**src/rtl/aes_block_ctrl.sv**
```systemverilog
// aes_block_ctrl
//
// Sequences one 128-bit plaintext block at a time through a word-serial AES
// core. It loads the block as four 32-bit words with a one-cycle active-low
// start strobe, then waits for a fresh rising edge on the core's done level.
// It then issues a one-cycle active-low read trigger, skips one gap cycle and
// captures four ciphertext words. The result is held until the consumer takes
// it. If done never rises within DONE_TIMEOUT wait cycles, the block is
// abandoned and a sticky error is raised.
//
// Parameters
//   DONE_TIMEOUT     max cycles spent waiting for done (16..65535)
// Ports
//   clk              system clock, rising edge active
//   reset            asynchronous active-high reset
//   in_valid         plaintext block offered
//   in_ready         controller accepts a block (high only when idle)
//   in_block         plaintext, word0 = [127:96] .. word3 = [31:0]
//   out_valid        ciphertext block available
//   out_ready        consumer takes the block
//   out_block        ciphertext, word0 = [127:96]
//   aes_start_n      active-low start strobe to the core (first load cycle)
//   aes_start_read_n active-low read trigger to the core
//   aes_dword_in     word stream to the core (zero outside loading)
//   aes_dword_out    word stream from the core
//   aes_done         core completion level
//   busy             high whenever a block is in flight
//   timeout_err      sticky abort flag, cleared by the next accepted block
module aes_block_ctrl #(
  parameter int DONE_TIMEOUT = 512
) (
  input  logic         clk,
  input  logic         reset,
  input  logic         in_valid,
  output logic         in_ready,
  input  logic [127:0] in_block,
  output logic         out_valid,
  input  logic         out_ready,
  output logic [127:0] out_block,
  output logic         aes_start_n,
  output logic         aes_start_read_n,
  output logic [31:0]  aes_dword_in,
  input  logic [31:0]  aes_dword_out,
  input  logic         aes_done,
  output logic         busy,
  output logic         timeout_err
);

  localparam logic [2:0] IDLE      = 3'd0;
  localparam logic [2:0] LOAD      = 3'd1;
  localparam logic [2:0] WAIT_DONE = 3'd2;
  localparam logic [2:0] READ_REQ  = 3'd3;
  localparam logic [2:0] READ_GAP  = 3'd4;
  localparam logic [2:0] READ      = 3'd5;
  localparam logic [2:0] HOLD      = 3'd6;

  // Last value of the wait counter before giving up: the wait state then
  // lasts exactly DONE_TIMEOUT cycles.
  localparam logic [15:0] TIMEOUT_LAST = 16'(DONE_TIMEOUT - 1);

  logic [2:0]   state;
  logic [127:0] block;      // latched plaintext, immune to in_block changes
  logic [1:0]   word_cnt;   // word index during LOAD and READ
  logic [15:0]  wait_cnt;
  logic         done_q;     // single register stage on the done level
  logic         seen_low;   // done has been observed low since entering WAIT_DONE
  logic [95:0]  cap;        // first three captured ciphertext words
  logic [31:0]  next_word;

  // aes_dword_in is registered, so while in LOAD cycle k the next value to
  // present is word k+1.
  always_comb begin
    next_word = block[31:0];
    case (word_cnt)
      2'd0:    next_word = block[95:64];
      2'd1:    next_word = block[63:32];
      default: next_word = block[31:0];
    endcase
  end

  always_ff @(posedge clk or posedge reset) begin
    if (reset) begin
      state            <= IDLE;
      block            <= '0;
      word_cnt         <= '0;
      wait_cnt         <= '0;
      done_q           <= 1'b0;
      seen_low         <= 1'b0;
      cap              <= '0;
      in_ready         <= 1'b1;
      out_valid        <= 1'b0;
      out_block        <= '0;
      aes_start_n      <= 1'b1;
      aes_start_read_n <= 1'b1;
      aes_dword_in     <= '0;
      busy             <= 1'b0;
      timeout_err      <= 1'b0;
    end else begin
      done_q <= aes_done;
      case (state)
        IDLE: begin
          if (in_valid && in_ready) begin
            block        <= in_block;
            state        <= LOAD;
            in_ready     <= 1'b0;
            busy         <= 1'b1;
            timeout_err  <= 1'b0;
            aes_start_n  <= 1'b0;
            aes_dword_in <= in_block[127:96];
            word_cnt     <= 2'd0;
          end
        end

        LOAD: begin
          aes_start_n <= 1'b1;
          word_cnt    <= word_cnt + 2'd1;
          if (word_cnt == 2'd3) begin
            aes_dword_in <= '0;
            state        <= WAIT_DONE;
            wait_cnt     <= '0;
            seen_low     <= 1'b0;
          end else begin
            aes_dword_in <= next_word;
          end
        end

        WAIT_DONE: begin
          // A done level that was already high on entry only counts after it
          // has been seen low inside this state.
          seen_low <= seen_low | ~done_q;
          if (seen_low && done_q) begin
            state            <= READ_REQ;
            aes_start_read_n <= 1'b0;
          end else if (wait_cnt == TIMEOUT_LAST) begin
            state       <= IDLE;
            timeout_err <= 1'b1;
            in_ready    <= 1'b1;
            busy        <= 1'b0;
          end else begin
            wait_cnt <= wait_cnt + 16'd1;
          end
        end

        READ_REQ: begin
          aes_start_read_n <= 1'b1;
          state            <= READ_GAP;
        end

        READ_GAP: begin
          state    <= READ;
          word_cnt <= 2'd0;
        end

        READ: begin
          word_cnt <= word_cnt + 2'd1;
          if (word_cnt == 2'd3) begin
            // out_block only changes here, so it stays stable while held.
            out_block <= {cap, aes_dword_out};
            out_valid <= 1'b1;
            state     <= HOLD;
          end else begin
            cap <= {cap[63:0], aes_dword_out};
          end
        end

        HOLD: begin
          if (out_valid && out_ready) begin
            out_valid <= 1'b0;
            state     <= IDLE;
            in_ready  <= 1'b1;
            busy      <= 1'b0;
          end
        end

        default: begin
          state            <= IDLE;
          in_ready         <= 1'b1;
          busy             <= 1'b0;
          out_valid        <= 1'b0;
          aes_start_n      <= 1'b1;
          aes_start_read_n <= 1'b1;
          aes_dword_in     <= '0;
        end
      endcase
    end
  end

endmodule

```
**config.mk**
```make
export PLATFORM = sky130hd
export DESIGN_NAME = aes_block_ctrl
export DESIGN_NICKNAME = d
export VERILOG_FILES = /design/src/rtl/aes_block_ctrl.sv
export SDC_FILE = /design/constraint.sdc
export NUM_CORES = 1
export LEC_CHECK = 0
export CORE_MARGIN = 2
export CORE_UTILIZATION = 46
export CTS_CLUSTER_SIZE = 28
export DETAILED_ROUTE_END_ITERATION = 16
export PLACE_DENSITY = 0.74
export SLEW_MARGIN = 5
export SYNTH_ARGS = -nofsm -noshare
export SYNTH_HDL_FRONTEND = slang
export SYNTH_SLANG_ARGS = --single-unit
export TNS_END_PERCENT = 50
```
**constraint.sdc**
```tcl
create_clock -name clk -period 15 [get_ports clk]
set_input_delay 3.75 -clock clk [delete_from_list [all_inputs] [get_ports clk]]
set_output_delay 3.75 -clock clk [all_outputs]
set_load 0.02 [all_outputs]
```
Run 1, I/O nets highlighted:
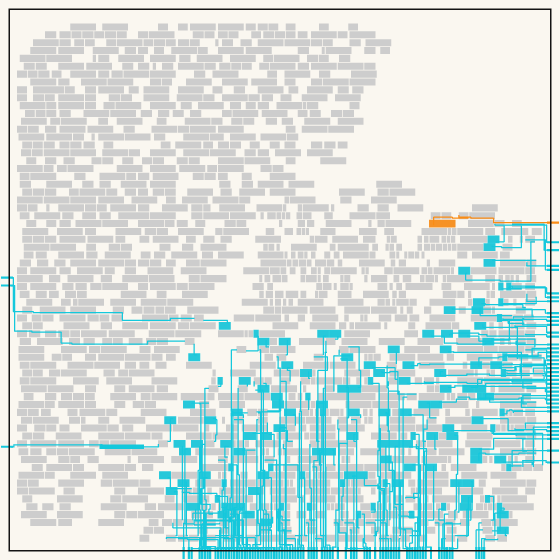
- in_block: cyan (bits 128; direction input; edge 87 bottom, 38 right, 3 left; end cells 128; wire 5,310 um)
- aes_done: orange (bits 1; direction input; edge right; end cells 1; wire 48.6 um)

Run 1, cell outlines without signal wires:
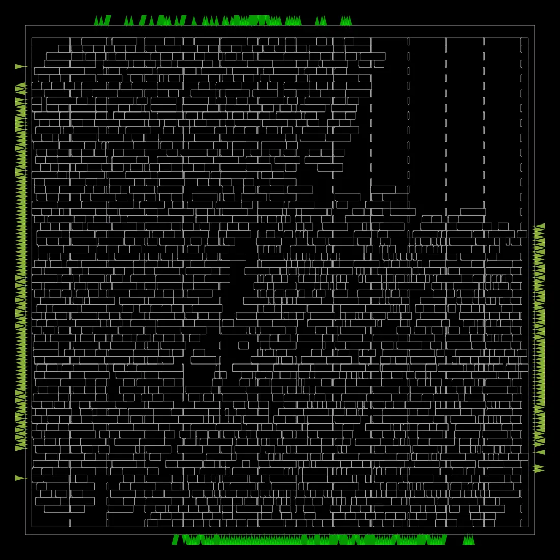
fill count: 2,502
utilization after layout: 62.55%

==> summary.txt, run 1 <==
run metrics: run status finished clean, worst-case clock buffer depth 3, highest signal layer in the routed design met5, initial cell density of the core 46.97%, Cell Count, Final, Fillers Out 1,903, leading cell type in the layout, fill and taps excluded sky130_fd_sc_hd__dfrtp_1, Die Ht around 190 um, number of cells on the critical path 5, overall overflow remaining after global route 0, number of antenna violations at the first check in global routing 9, final cycle utilization of the critical path between 30% and 40%, maximum number of pins on one net before global-route repair 176, achievable clock frequency 172.4 MHz, worst setup slack after placement a little under 9 ns, DRC violations left 0, Root Driver sky130_fd_sc_hd__clkbuf_16, WL met1 15,150 um, # Cells Yosys around 1,100, Crit path arrival time about 6.2 ns, most numerous logic cells after layout 378 x sky130_fd_sc_hd__dfrtp_1, 330 x sky130_fd_sc_hd__clkdlybuf4s50_1, 322 x sky130_fd_sc_hd__mux2_2, cell type with the largest total area after synthesis sky130_fd_sc_hd__dfrtp_1, first-pass iteration count of the detailed router 5, layout overhead on the synthesized area 33.17%, Setup Fix Bufs, Post-CTS 0, floorplan core area 32,700 um^2, Power Internal 3097 uW, depth of the CTS H-tree 2, number of flip-flops under the largest register name 128, Hold Path End aes_start_n, worst setup path endpoint block[12], max_slew headroom 24.18%, area share of the leading cell type in the synthesized netlist just over 60%, fraction of power consumed by sequential logic 38.2%, number of DRC markers after the initial detailed-route iteration between 500 and 600, number of nets at the end of the flow between 1,500 and 2,000, post-DP HPWL ~24,000 um, registers with the most flip-flops out_block (128), block (96), cap (96), total power of the final layout roughly 4700 uW, Inst Count DP 1,821, worst setup skew after layout 0.03477 ns, Most common reg cell sky130_fd_sc_hd__dfrtp_1, Largest delay share family, worst path buffers and inverters, number of max-slew violations in the final report 0
Run 1, where the registers sit:
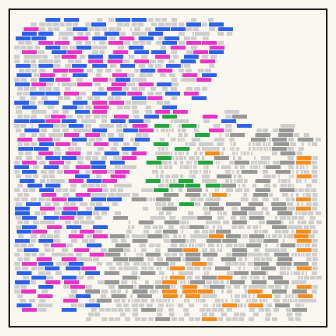
- aes_dword_in: orange (flops 32)
- wait_cnt: green (flops 16; where center)
- cap: magenta (flops 96)
- out_block: blue (flops 128)

Run 1, the metal 3 layer:
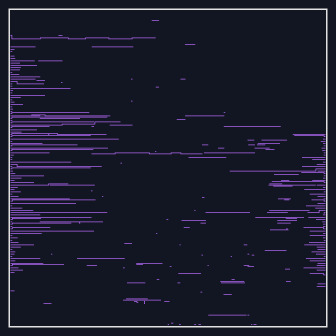
- wire length on this layer: 3,060 um
- main direction: horizontal
- share of all routed wire: 8.4%
- longest straight run: 63.7 um

-- run 1: final cells by class --
type | instances | area, um^2
inverters | 9 | 41.29
clock inverters | 16 | 265.3
diodes | 8 | 20.02
clock buffers | 58 | 1180
flip-flops and latches | 381 | 9538
well taps | 442 | 553.0
repair buffers | 342 | 3406
fillers | 2502 | 12250
multi-input cells | 647 | 5453
-- run 1: logic make-up after synthesis --
logic type	synth area share, %
XOR/XNOR	0.2851
adder cells (fa/ha/maj)	0.3258
multiplexers	23.61
buffers and inverters	2.688
AND-OR/OR-AND	6.508
flip-flops	62.09
AND/OR/NAND/NOR	4.496
==> run 2, diff against run 1 <==
--- a/config.mk
+++ b/config.mk
@@ -6,10 +6,10 @@
 export NUM_CORES = 1
 export LEC_CHECK = 0
 export CORE_MARGIN = 2
-export CORE_UTILIZATION = 46
+export CORE_UTILIZATION = 50
 export CTS_CLUSTER_SIZE = 28
 export DETAILED_ROUTE_END_ITERATION = 16
-export PLACE_DENSITY = 0.74
+export PLACE_DENSITY = 0.77
 export SLEW_MARGIN = 5
 export SYNTH_ARGS = -nofsm -noshare
 export SYNTH_HDL_FRONTEND = slang
==> constraint.sdc (replaced) <==
create_clock -name clk -period 5.5 [get_ports clk]
set_input_delay 1.375 -clock clk [delete_from_list [all_inputs] [get_ports clk]]
set_output_delay 1.375 -clock clk [all_outputs]
set_load 0.02 [all_outputs]
Run 2, I/O nets highlighted:
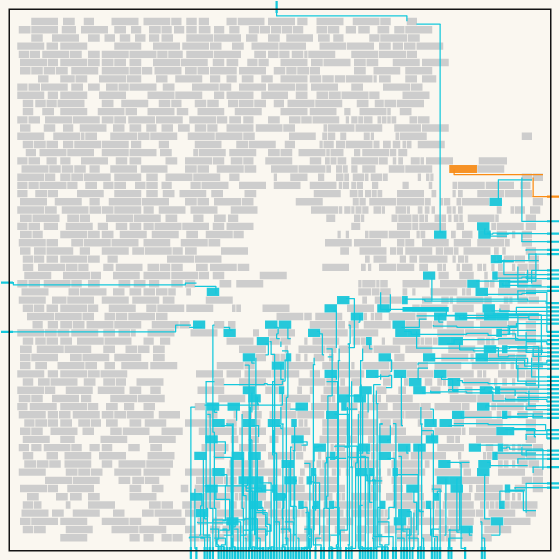
- in_block: cyan (bits 128; direction input; edge 79 bottom, 46 right, 2 left, 1 top; end cells 128; wire 5,270 um)
- aes_done: orange (bits 1; direction input; edge right; end cells 1; wire 42.7 um)

==> summary.txt, run 2 <==
run metrics: fraction of area in clock buffers and inverters 6.661% (was 7.065%), total number of sequential cells 381 (unchanged), Power Internal 8304 uW (was 3097 uW), first-pass iteration count of the detailed router 5 (unchanged), Root Driver sky130_fd_sc_hd__clkbuf_16 (unchanged), multi-input logic area 5453 um^2 (unchanged), worst-case clock buffer depth 3 (unchanged), WL met1 14,760 um (was 15,150 um), maximum number of pins on one net before global-route repair 124 (was 176), Crit path arrival time 1.72 ns (was 6.21 ns), Data buffer area share 17.03% (was 16.65%), Non-CTS inverters 9 (unchanged), most numerous logic cells after layout 378 x sky130_fd_sc_hd__dfrtp_1, 330 x sky130_fd_sc_hd__clkdlybuf4s50_1, 322 x sky130_fd_sc_hd__mux2_2 (unchanged), initial cell density of the core 50.48% (was 46.97%), area share of the leading cell type in the synthesized netlist 61.58% (unchanged), dominant non-sequential cell family after synthesis multiplexers (unchanged), overall overflow remaining after global route 0 (unchanged), Non-CTS buffers 344 (was 342), storage element area 9538 um^2 (unchanged), sequential cell area share 46.80% (was 46.63%), Largest delay share family, worst path buffers and inverters (unchanged), run status finished clean (unchanged), largest class sequential cells (unchanged)
## run 2: cell counts after synthesis
No cell type changed its count.
## run 2: stage by stage
| step | TNS (ns) | power (uW) | setup WS (ns) |
|---|---|---|---|
| 4_1_cts | 0 | 12710 | 2.382 |
| 6_report | 0 | 12590 | 2.408 |
| 3_5_place_dp | 0 | 9936 | 2.141 |
| 2_1_floorplan | -375.19 | 7940 | -0.9926 |
| 5_1_grt | 0 | 13350 | 2.366 |
| 3_3_place_gp | 0 | 9751 | 2.197 |
## run 2: tightest hold or removal path, delay by kind of cell (launching register included)
| kind | cells | cell delay (ns) |
|---|---|---|
| AND-OR/OR-AND | 1 | 0.06 |
| flip-flops | 1 | 0.36 |
| buffers and inverters | 1 | 0.04 |
==> run 3, diff against run 2 <==
--- a/config.mk
+++ b/config.mk
@@ -6,10 +6,10 @@
 export NUM_CORES = 1
 export LEC_CHECK = 0
 export CORE_MARGIN = 2
-export CORE_UTILIZATION = 50
+export CORE_UTILIZATION = 46
 export CTS_CLUSTER_SIZE = 28
 export DETAILED_ROUTE_END_ITERATION = 16
-export PLACE_DENSITY = 0.77
+export PLACE_DENSITY = 0.74
 export SLEW_MARGIN = 5
 export SYNTH_ARGS = -nofsm -noshare
 export SYNTH_HDL_FRONTEND = slang
==> constraint.sdc (replaced) <==
create_clock -name clk -period 2.5 [get_ports clk]
set_input_delay 0.625 -clock clk [delete_from_list [all_inputs] [get_ports clk]]
set_output_delay 0.625 -clock clk [all_outputs]
set_load 0.02 [all_outputs]
Run 3, wire density map:
37 x 37 tiles, from black (low) to pale yellow (high), scaled to the fullest tile. Values are wire area over tile area, all layers added.
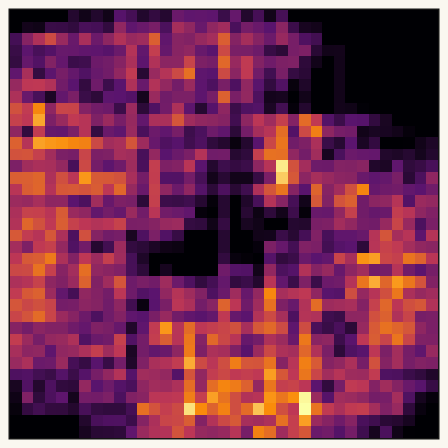
- nearly empty tiles: 12%
- fullest tile: 0.56
- tiles over half the peak: 19%
- densest ninth of the die: bottom center
- mean over tiles: 0.18

==> summary.txt, run 3 <==
run metrics: total power of the final layout 28,060 uW (was 12,590 uW), total number of sequential cells 381 (unchanged), Top reg by flops out_block (unchanged), initial cell density of the core 46.97% (was 50.48%), Inst Count DP 1,859 (was 1,777), fa+ha+maj area frac 0.3258% (unchanged), multi-input logic area 5453 um^2 (unchanged), Root Driver sky130_fd_sc_hd__clkbuf_16 (unchanged), Clock Buffer Count 68 (was 67), number of DRC markers after the initial detailed-route iteration 515 (was 535), number of antenna violations at the first check in global routing 7 (was 11), cell type with the largest total area after synthesis sky130_fd_sc_hd__dfrtp_1 (unchanged), number of well taps 442 (was 396), run status finished clean (unchanged), registers with the most flip-flops out_block (128), block (96), cap (96) (unchanged), Die Ht 186.7 um (was 179.3 um), area fraction in mux cells 23.61% (unchanged), fill count 2,511 (was 2,242), Most common reg cell sky130_fd_sc_hd__dfrtp_1 (unchanged), Setup Fix Bufs, Post-CTS 0 (unchanged), maximum number of pins on one net before global-route repair 75 (was 124), largest class sequential cells (unchanged), Antenna Cells 7 (was 11), Non-CTS inverters 9 (unchanged), sequential cell area share 45.92% (was 46.80%), post-DP HPWL 26,380 um (was 23,990 um), number of nets at the end of the flow 1,629 (was 1,593), Crit path arrival time 1.73 ns (was 1.72 ns), overall overflow remaining after global route 0 (unchanged), Data buffer area share 18.62% (was 17.03%), xor/xnor share 0.2851% (unchanged), dominant non-sequential cell family after synthesis multiplexers (unchanged), worst-case clock buffer depth 3 (unchanged), worst setup slack after placement 0.1322 ns (was 2.141 ns), DRC violations left 0 (unchanged), worst setup skew after layout 0.01219 ns (was 0.03299 ns), storage element area 9538 um^2 (unchanged), achievable clock frequency around 420 MHz, Power Internal 18,480 uW (was 8304 uW), number of max-slew violations in the final report 0 (unchanged), combinational gate count 647 (unchanged), Largest delay share family, worst path buffers and inverters (unchanged), first-pass iteration count of the detailed router 4 (was 5), # Cells Yosys 1,107 (unchanged), worst setup margin 0.1434 ns (was 2.408 ns), fraction of area in clock buffers and inverters 6.277% (was 6.661%), number of flip-flops under the largest register name 128 (unchanged), total negative setup slack 0 ns (unchanged)
-- run 3: routing by layer --
layer	share of wire (%)	GRT usage (%)
met1	42	28.34
met2	47	34.87
met3	8.0	6.921
met4	3.1	7.509
met5	0	0
-- run 3: final timing paths --
| path | start | end | depth (start not counted) |
|---|---|---|---|
| worst max-delay path | in_ready | in_ready | 1 |
| worst min-delay path | aes_start_n | aes_start_n | 2 |
| worst max register to register | wait_cnt[0] | wait_cnt[9] | 7 |
| worst min register to register | aes_start_n | aes_start_n | 2 |
| max in group asynchronous | reset | aes_dword_in[2] | 4 |
| min in group asynchronous | reset | out_block[2] | 3 |
-- run 3: cells by family after synthesis --
family,count (synthesis)
DFF,381
muxes,322
AOI/OAI and AO/OA,170
and+or+nand+nor,146
buffers and inverters,79
xor gates and xnor gates,5
adders and majority gates,4
Power figures rest on the tool's default switching activity, not on a simulated workload.
